File: src/rtl/usb_pkg.sv
// Shared definitions for the USB packet decoder: PID codes, packet/error
// enums, FSM states and CRC constants.
package usb_pkg;

  localparam logic [3:0] PID_OUT   = 4'h1;
  localparam logic [3:0] PID_IN    = 4'h9;
  localparam logic [3:0] PID_SETUP = 4'hD;
  localparam logic [3:0] PID_SOF   = 4'h5;
  localparam logic [3:0] PID_DATA0 = 4'h3;
  localparam logic [3:0] PID_DATA1 = 4'hB;
  localparam logic [3:0] PID_ACK   = 4'h2;
  localparam logic [3:0] PID_NAK   = 4'hA;
  localparam logic [3:0] PID_STALL = 4'hE;

  typedef enum logic [1:0] {
    PT_TOKEN   = 2'd0,
    PT_DATA    = 2'd1,
    PT_HSHAKE  = 2'd2,
    PT_INVALID = 2'd3
  } pkt_type_e;

  typedef enum logic [2:0] {
    PE_OK  = 3'd0,
    PE_PID = 3'd1,
    PE_CRC = 3'd2,
    PE_LEN = 3'd3,
    PE_RX  = 3'd4
  } pkt_err_e;

  typedef enum logic [3:0] {
    ST_IDLE, ST_PID, ST_TOK1, ST_TOK2, ST_TOKEND,
    ST_DATA, ST_HSEND, ST_DRAIN, ST_DONE
  } state_e;

  localparam logic [4:0]  CRC5_POLY   = 5'h05;
  localparam logic [4:0]  CRC5_INIT   = 5'h1F;
  localparam logic [4:0]  CRC5_RESID  = 5'h0C;
  localparam logic [15:0] CRC16_POLY  = 16'h8005;
  localparam logic [15:0] CRC16_INIT  = 16'hFFFF;
  localparam logic [15:0] CRC16_RESID = 16'h800D;

  function automatic pkt_type_e pid_class(input logic [3:0] p);
    case (p)
      PID_OUT, PID_IN, PID_SETUP, PID_SOF: return PT_TOKEN;
      PID_DATA0, PID_DATA1:                return PT_DATA;
      PID_ACK, PID_NAK, PID_STALL:         return PT_HSHAKE;
      default:                             return PT_INVALID;
    endcase
  endfunction

endpackage

File: src/rtl/usb_crc_byte.sv
// Byte-wide LSB-first CRC engine shared by the token (CRC5) and data (CRC16)
// paths; crc_sel_i=1 selects CRC16.
module usb_crc_byte
  import usb_pkg::*;
(
  input  logic        clk,
  input  logic        rst,
  input  logic        crc_sel_i,
  input  logic        init_i,
  input  logic        en_i,
  input  logic [7:0]  data_i,
  output logic [15:0] crc_o
);

  logic [15:0] crc_q, crc_d, c16;
  logic [4:0]  c5;

  always_comb begin
    c16 = crc_q;
    c5  = crc_q[4:0];
    for (int i = 0; i < 8; i++) begin
      c16 = {c16[14:0], 1'b0} ^ ((c16[15] ^ data_i[i]) ? CRC16_POLY : 16'h0000);
      c5  = {c5[3:0], 1'b0} ^ ((c5[4] ^ data_i[i]) ? CRC5_POLY : 5'h00);
    end
    crc_d = crc_q;
    // CRC5 init equals the low 5 bits of the CRC16 init, so one preset serves both.
    if (init_i)
      crc_d = CRC16_INIT;
    else if (en_i)
      crc_d = crc_sel_i ? c16 : {crc_q[15:5], c5};
  end

  always_ff @(posedge clk or posedge rst) begin
    if (rst) crc_q <= CRC16_INIT;
    else     crc_q <= crc_d;
  end

  assign crc_o = crc_q;

endmodule

File: src/rtl/usb_packet_decoder.sv
// Reassembles RX FIFO bytes into USB packets: PID check, classification,
// token field extraction, payload streaming through a 2-byte CRC hold buffer.
module usb_packet_decoder
  import usb_pkg::*;
#(
  parameter int MAX_PAYLOAD = 64,
  parameter int CNT_W       = $clog2(MAX_PAYLOAD + 3)
)(
  input  logic       clk,
  input  logic       rst,
  input  logic [7:0] r_data,
  input  logic       empty,
  input  logic       rcving,
  input  logic       r_error,
  output logic       r_enable,
  output logic [7:0] data_out,
  output logic       data_valid,
  output logic       pkt_done,
  output logic [1:0] pkt_type,
  output logic [3:0] pid,
  output logic [6:0] addr,
  output logic [3:0] endp,
  output logic [2:0] pkt_err
);

  state_e           state_q, state_d;
  pkt_type_e        type_q, type_d;
  pkt_err_e         err_q, err_d;
  logic [3:0]       pid_q, pid_d, endp_q, endp_d;
  logic [6:0]       addr_q, addr_d;
  logic [7:0]       hold0_q, hold0_d, hold1_q, hold1_d, dout_q, dout_d;
  logic [1:0]       held_q, held_d;
  logic [CNT_W-1:0] cnt_q, cnt_d;
  logic             dvld_q, dvld_d;
  logic             eopk, pid_ok, crc_init, crc_en, crc_sel;
  logic [15:0]      crc;

  assign eopk    = ~rcving & empty;
  assign pid_ok  = (r_data[7:4] == ~r_data[3:0]);
  assign crc_sel = (state_q == ST_DATA);

  usb_crc_byte u_crc (
    .clk       (clk),
    .rst       (rst),
    .crc_sel_i (crc_sel),
    .init_i    (crc_init),
    .en_i      (crc_en),
    .data_i    (r_data),
    .crc_o     (crc)
  );

  always_ff @(posedge clk or posedge rst) begin
    if (rst) state_q <= ST_IDLE;
    else     state_q <= state_d;
  end

  always_ff @(posedge clk or posedge rst) begin
    if (rst) begin
      type_q  <= PT_TOKEN;
      err_q   <= PE_OK;
      pid_q   <= '0;
      endp_q  <= '0;
      addr_q  <= '0;
      hold0_q <= '0;
      hold1_q <= '0;
      dout_q  <= '0;
      held_q  <= '0;
      cnt_q   <= '0;
      dvld_q  <= 1'b0;
    end else begin
      type_q  <= type_d;
      err_q   <= err_d;
      pid_q   <= pid_d;
      endp_q  <= endp_d;
      addr_q  <= addr_d;
      hold0_q <= hold0_d;
      hold1_q <= hold1_d;
      dout_q  <= dout_d;
      held_q  <= held_d;
      cnt_q   <= cnt_d;
      dvld_q  <= dvld_d;
    end
  end

  always_comb begin
    state_d  = state_q;
    type_d   = type_q;
    err_d    = err_q;
    pid_d    = pid_q;
    endp_d   = endp_q;
    addr_d   = addr_q;
    hold0_d  = hold0_q;
    hold1_d  = hold1_q;
    dout_d   = dout_q;
    held_d   = held_q;
    cnt_d    = cnt_q;
    dvld_d   = 1'b0;
    crc_init = 1'b0;
    crc_en   = 1'b0;
    case (state_q)
      ST_IDLE: if (!empty) state_d = ST_PID;
      ST_PID: if (!empty) begin
        crc_init = 1'b1;
        held_d   = '0;
        cnt_d    = '0;
        err_d    = PE_OK;
        if (!pid_ok) begin
          type_d  = PT_INVALID;
          err_d   = PE_PID;
          state_d = ST_DRAIN;
        end else begin
          pid_d  = r_data[3:0];
          addr_d = '0;
          endp_d = '0;
          type_d = pid_class(r_data[3:0]);
          case (pid_class(r_data[3:0]))
            PT_TOKEN:  state_d = ST_TOK1;
            PT_DATA:   state_d = ST_DATA;
            PT_HSHAKE: state_d = ST_HSEND;
            default: begin
              err_d   = PE_PID;
              state_d = ST_DRAIN;
            end
          endcase
        end
      end
      ST_TOK1: if (!empty) begin
        crc_en    = 1'b1;
        addr_d    = r_data[6:0];
        endp_d[0] = r_data[7];
        state_d   = ST_TOK2;
      end else if (eopk) begin
        err_d   = PE_LEN;
        state_d = ST_DONE;
      end
      ST_TOK2: if (!empty) begin
        crc_en      = 1'b1;
        endp_d[3:1] = r_data[2:0];
        state_d     = ST_TOKEND;
      end else if (eopk) begin
        err_d   = PE_LEN;
        state_d = ST_DONE;
      end
      ST_TOKEND: if (!empty) begin
        err_d   = PE_LEN;
        state_d = ST_DRAIN;
      end else if (eopk) begin
        err_d   = (crc[4:0] == CRC5_RESID) ? PE_OK : PE_CRC;
        state_d = ST_DONE;
      end
      ST_HSEND: if (!empty) begin
        err_d   = PE_LEN;
        state_d = ST_DRAIN;
      end else if (eopk) begin
        state_d = ST_DONE;
      end
      // The last two bytes held at EOPK are the CRC, so payload lags the FIFO by two.
      ST_DATA: if (!empty) begin
        crc_en = 1'b1;
        if (held_q == 2'd2) begin
          if (cnt_q == CNT_W'(MAX_PAYLOAD)) begin
            err_d   = PE_LEN;
            state_d = ST_DRAIN;
          end else begin
            dout_d  = hold0_q;
            dvld_d  = 1'b1;
            cnt_d   = cnt_q + CNT_W'(1);
            hold0_d = hold1_q;
            hold1_d = r_data;
          end
        end else if (held_q == 2'd1) begin
          hold1_d = r_data;
          held_d  = 2'd2;
        end else begin
          hold0_d = r_data;
          held_d  = 2'd1;
        end
      end else if (eopk) begin
        if (held_q != 2'd2)           err_d = PE_LEN;
        else if (crc != CRC16_RESID)  err_d = PE_CRC;
        else                          err_d = PE_OK;
        state_d = ST_DONE;
      end
      ST_DRAIN: if (empty && eopk) state_d = ST_DONE;
      ST_DONE:  state_d = ST_IDLE;
      default:  state_d = ST_IDLE;
    endcase
    if (r_error && (state_q inside {ST_PID, ST_TOK1, ST_TOK2, ST_TOKEND, ST_DATA, ST_HSEND})) begin
      if (err_d == PE_OK) err_d = PE_RX;
      dvld_d  = 1'b0;
      state_d = ST_DRAIN;
    end
  end

  always_comb begin
    r_enable = 1'b0;
    pkt_done = 1'b0;
    case (state_q)
      ST_PID, ST_TOK1, ST_TOK2, ST_DATA, ST_DRAIN: r_enable = ~empty;
      ST_DONE: pkt_done = 1'b1;
      default: ;
    endcase
  end

  assign data_out   = dout_q;
  assign data_valid = dvld_q;
  assign pkt_type   = type_q;
  assign pid        = pid_q;
  assign addr       = addr_q;
  assign endp       = endp_q;
  assign pkt_err    = err_q;

endmodule

File: config.mk
export PLATFORM = sky130hd
export DESIGN_NAME = usb_packet_decoder
export DESIGN_NICKNAME = d
export VERILOG_FILES = /design/src/rtl/usb_pkg.sv /design/src/rtl/usb_crc_byte.sv /design/src/rtl/usb_packet_decoder.sv
export SDC_FILE = /design/constraint.sdc
export NUM_CORES = 1
export LEC_CHECK = 0
export ABC_AREA = 1
export CORE_MARGIN = 5
export CORE_UTILIZATION = 50
export CTS_CLUSTER_SIZE = 12
export DETAILED_ROUTE_END_ITERATION = 6
export PLACE_DENSITY = 0.72
export SYNTH_ARGS = -nofsm -noshare
export SYNTH_HDL_FRONTEND = slang
export SYNTH_SLANG_ARGS = --single-unit
File: constraint.sdc
create_clock -name clk -period 3.6 [get_ports clk]
set_input_delay 0.54 -clock clk [delete_from_list [all_inputs] [get_ports clk]]
set_output_delay 0.54 -clock clk [all_outputs]
set_load 0.01 [all_outputs]
### Congestion heat map

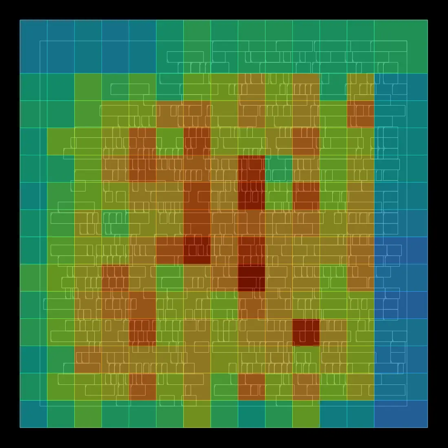
grt met1 use: 29.9%
met2 Usage GRT: 32.0%

### Met2 routing

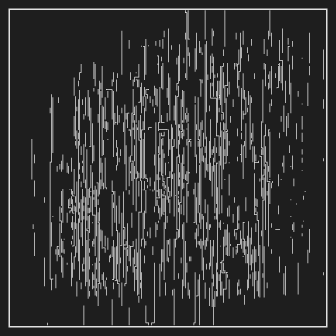
main direction = vertical
wire length on this layer = 4560 um
share of all routed wire = 44%
longest straight run = 38.2 um
nets with wire on the layer = 487

### M1 wires

Bar = 20 um.
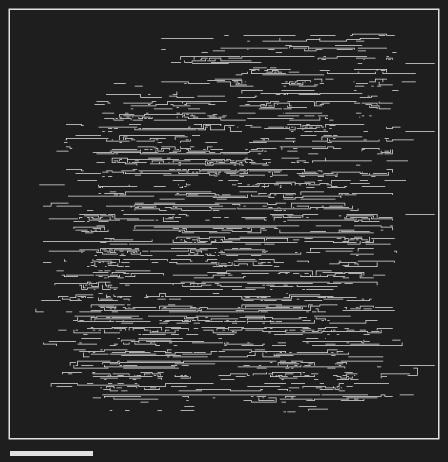
nets with wire on the layer = 535
share of all routed wire = 48%
wire length on this layer = 4990 um
longest straight run = 52.4 um

layout make-up:
class / instances / area share (%)
Clock buffer: 9 / 2.47
Clock inverter: 6 / 1.35
Inverter: 88 / 6.73
Multi-Input combinational cell: 359 / 40.2
Sequential cell: 74 / 37.3
Tap cell: 108 / 2.69
Timing Repair Buffer: 46 / 9.27
layer usage:
metal,vias to the layer above,global-route usage (%),part of all wire (%)
met5,-,0,0
met4,0,7.37,1.8
met1,1703,29.9,48
met3,16,4.69,5.9
met2,112,32.0,44
li1,1821,-,-
how the worst max path moves through the flow:
| stage | from | to | slack (ns) | depth (start not counted) |
|---|---|---|---|---|
| after floorplan | rst | addr[0] | 1.20 | 1 |
| after global placement | empty | r_enable | 0.73 | 7 |
| after detailed placement | empty | r_enable | 0.68 | 7 |
| after CTS | state_q[2] | r_enable | 0.41 | 8 |
| after global routing | state_q[2] | r_enable | 0.21 | 10 |
| final | state_q[2] | r_enable | 0.42 | 8 |
power by group through the flow:
| stage | Combinational [mW] | Clock (mW) | Sequential [mW] |
|---|---|---|---|
| detailed placement | 2.22 | 0 | 1.54 |
| CTS | 2.24 | 0.655 | 1.53 |
| global placement | 2.18 | 0 | 1.53 |
| global route | 2.53 | 0.693 | 1.58 |
| finish | 2.23 | 0.641 | 1.53 |
| floorplan | 1.52 | 0 | 1.54 |
cells by family after synthesis:
| group | count (synthesis) | share of synthesized area (%) |
|---|---|---|
| buffers and inverters | 105 | 10.5 |
| xor gates and xnor gates | 26 | 5.24 |
| adders and majority gates | 6 | 1.73 |
| and+or+nand+nor | 213 | 23.5 |
| AOI/OAI and AO/OA | 114 | 16.0 |
| DFF | 74 | 43.1 |
==> flow_metrics.py <==
# Physical implementation metrics
metrics = {
    "outcome": {
        "outcome": "finished, final reports clean",
    },
    "final_layout": {
        "fillCellCount": 787,
        "finalNetCount": 597,
    },
    "power": {
        "sequentialPowerShare_pct": 34.7,
        "switchingPower_mw": 1.94,
    },
    "sta": {
        "finalMaxSlewViolations": 0,
        "holdWs_ns": 0.487,
        "tightest_slew_ns": 0.613,
        "tns_ns": 0,
    },
    "yosys": {
        "area_leaders": "dfrtp_1 33%, dfstp_2 9.7%, nand2_1 9.2%",
        "ys_warn_count": 0,
        "yosysCellCount": 538,
        "common_cells": "107 x nand2_1, 79 x inv_1, 58 x dfrtp_1",
    },
    "job": {
        "warning_count": 30,
    },
    "floorplan": {
        "fp-utilization_pct": 50.6,
        "fp.dieH_um": 103,
    },
    "place": {
        "post-place-cells": 675,
    },
    "clock_network": {
        "clkSinkCount": 74,
        "cts_made_buffers": 9,
        "cts_tree": "built",
    },
    "setup_path": {
        "worst_r2r_startpoint": "state_q[2]",
        "path_cells": "inv_1 -> nand2_1 -> nor2_1 -> o31ai_4 -> nand2_2 -> inv_1 -> o21ai_0 -> clkdlybuf4s50_1",
        "ff2ff_path_depth": 7,
    },
    "worst_hold_path": {
        "hp-start": "pid[0]",
    },
}
Power figures rest on the tool's default switching activity, not on a simulated workload.
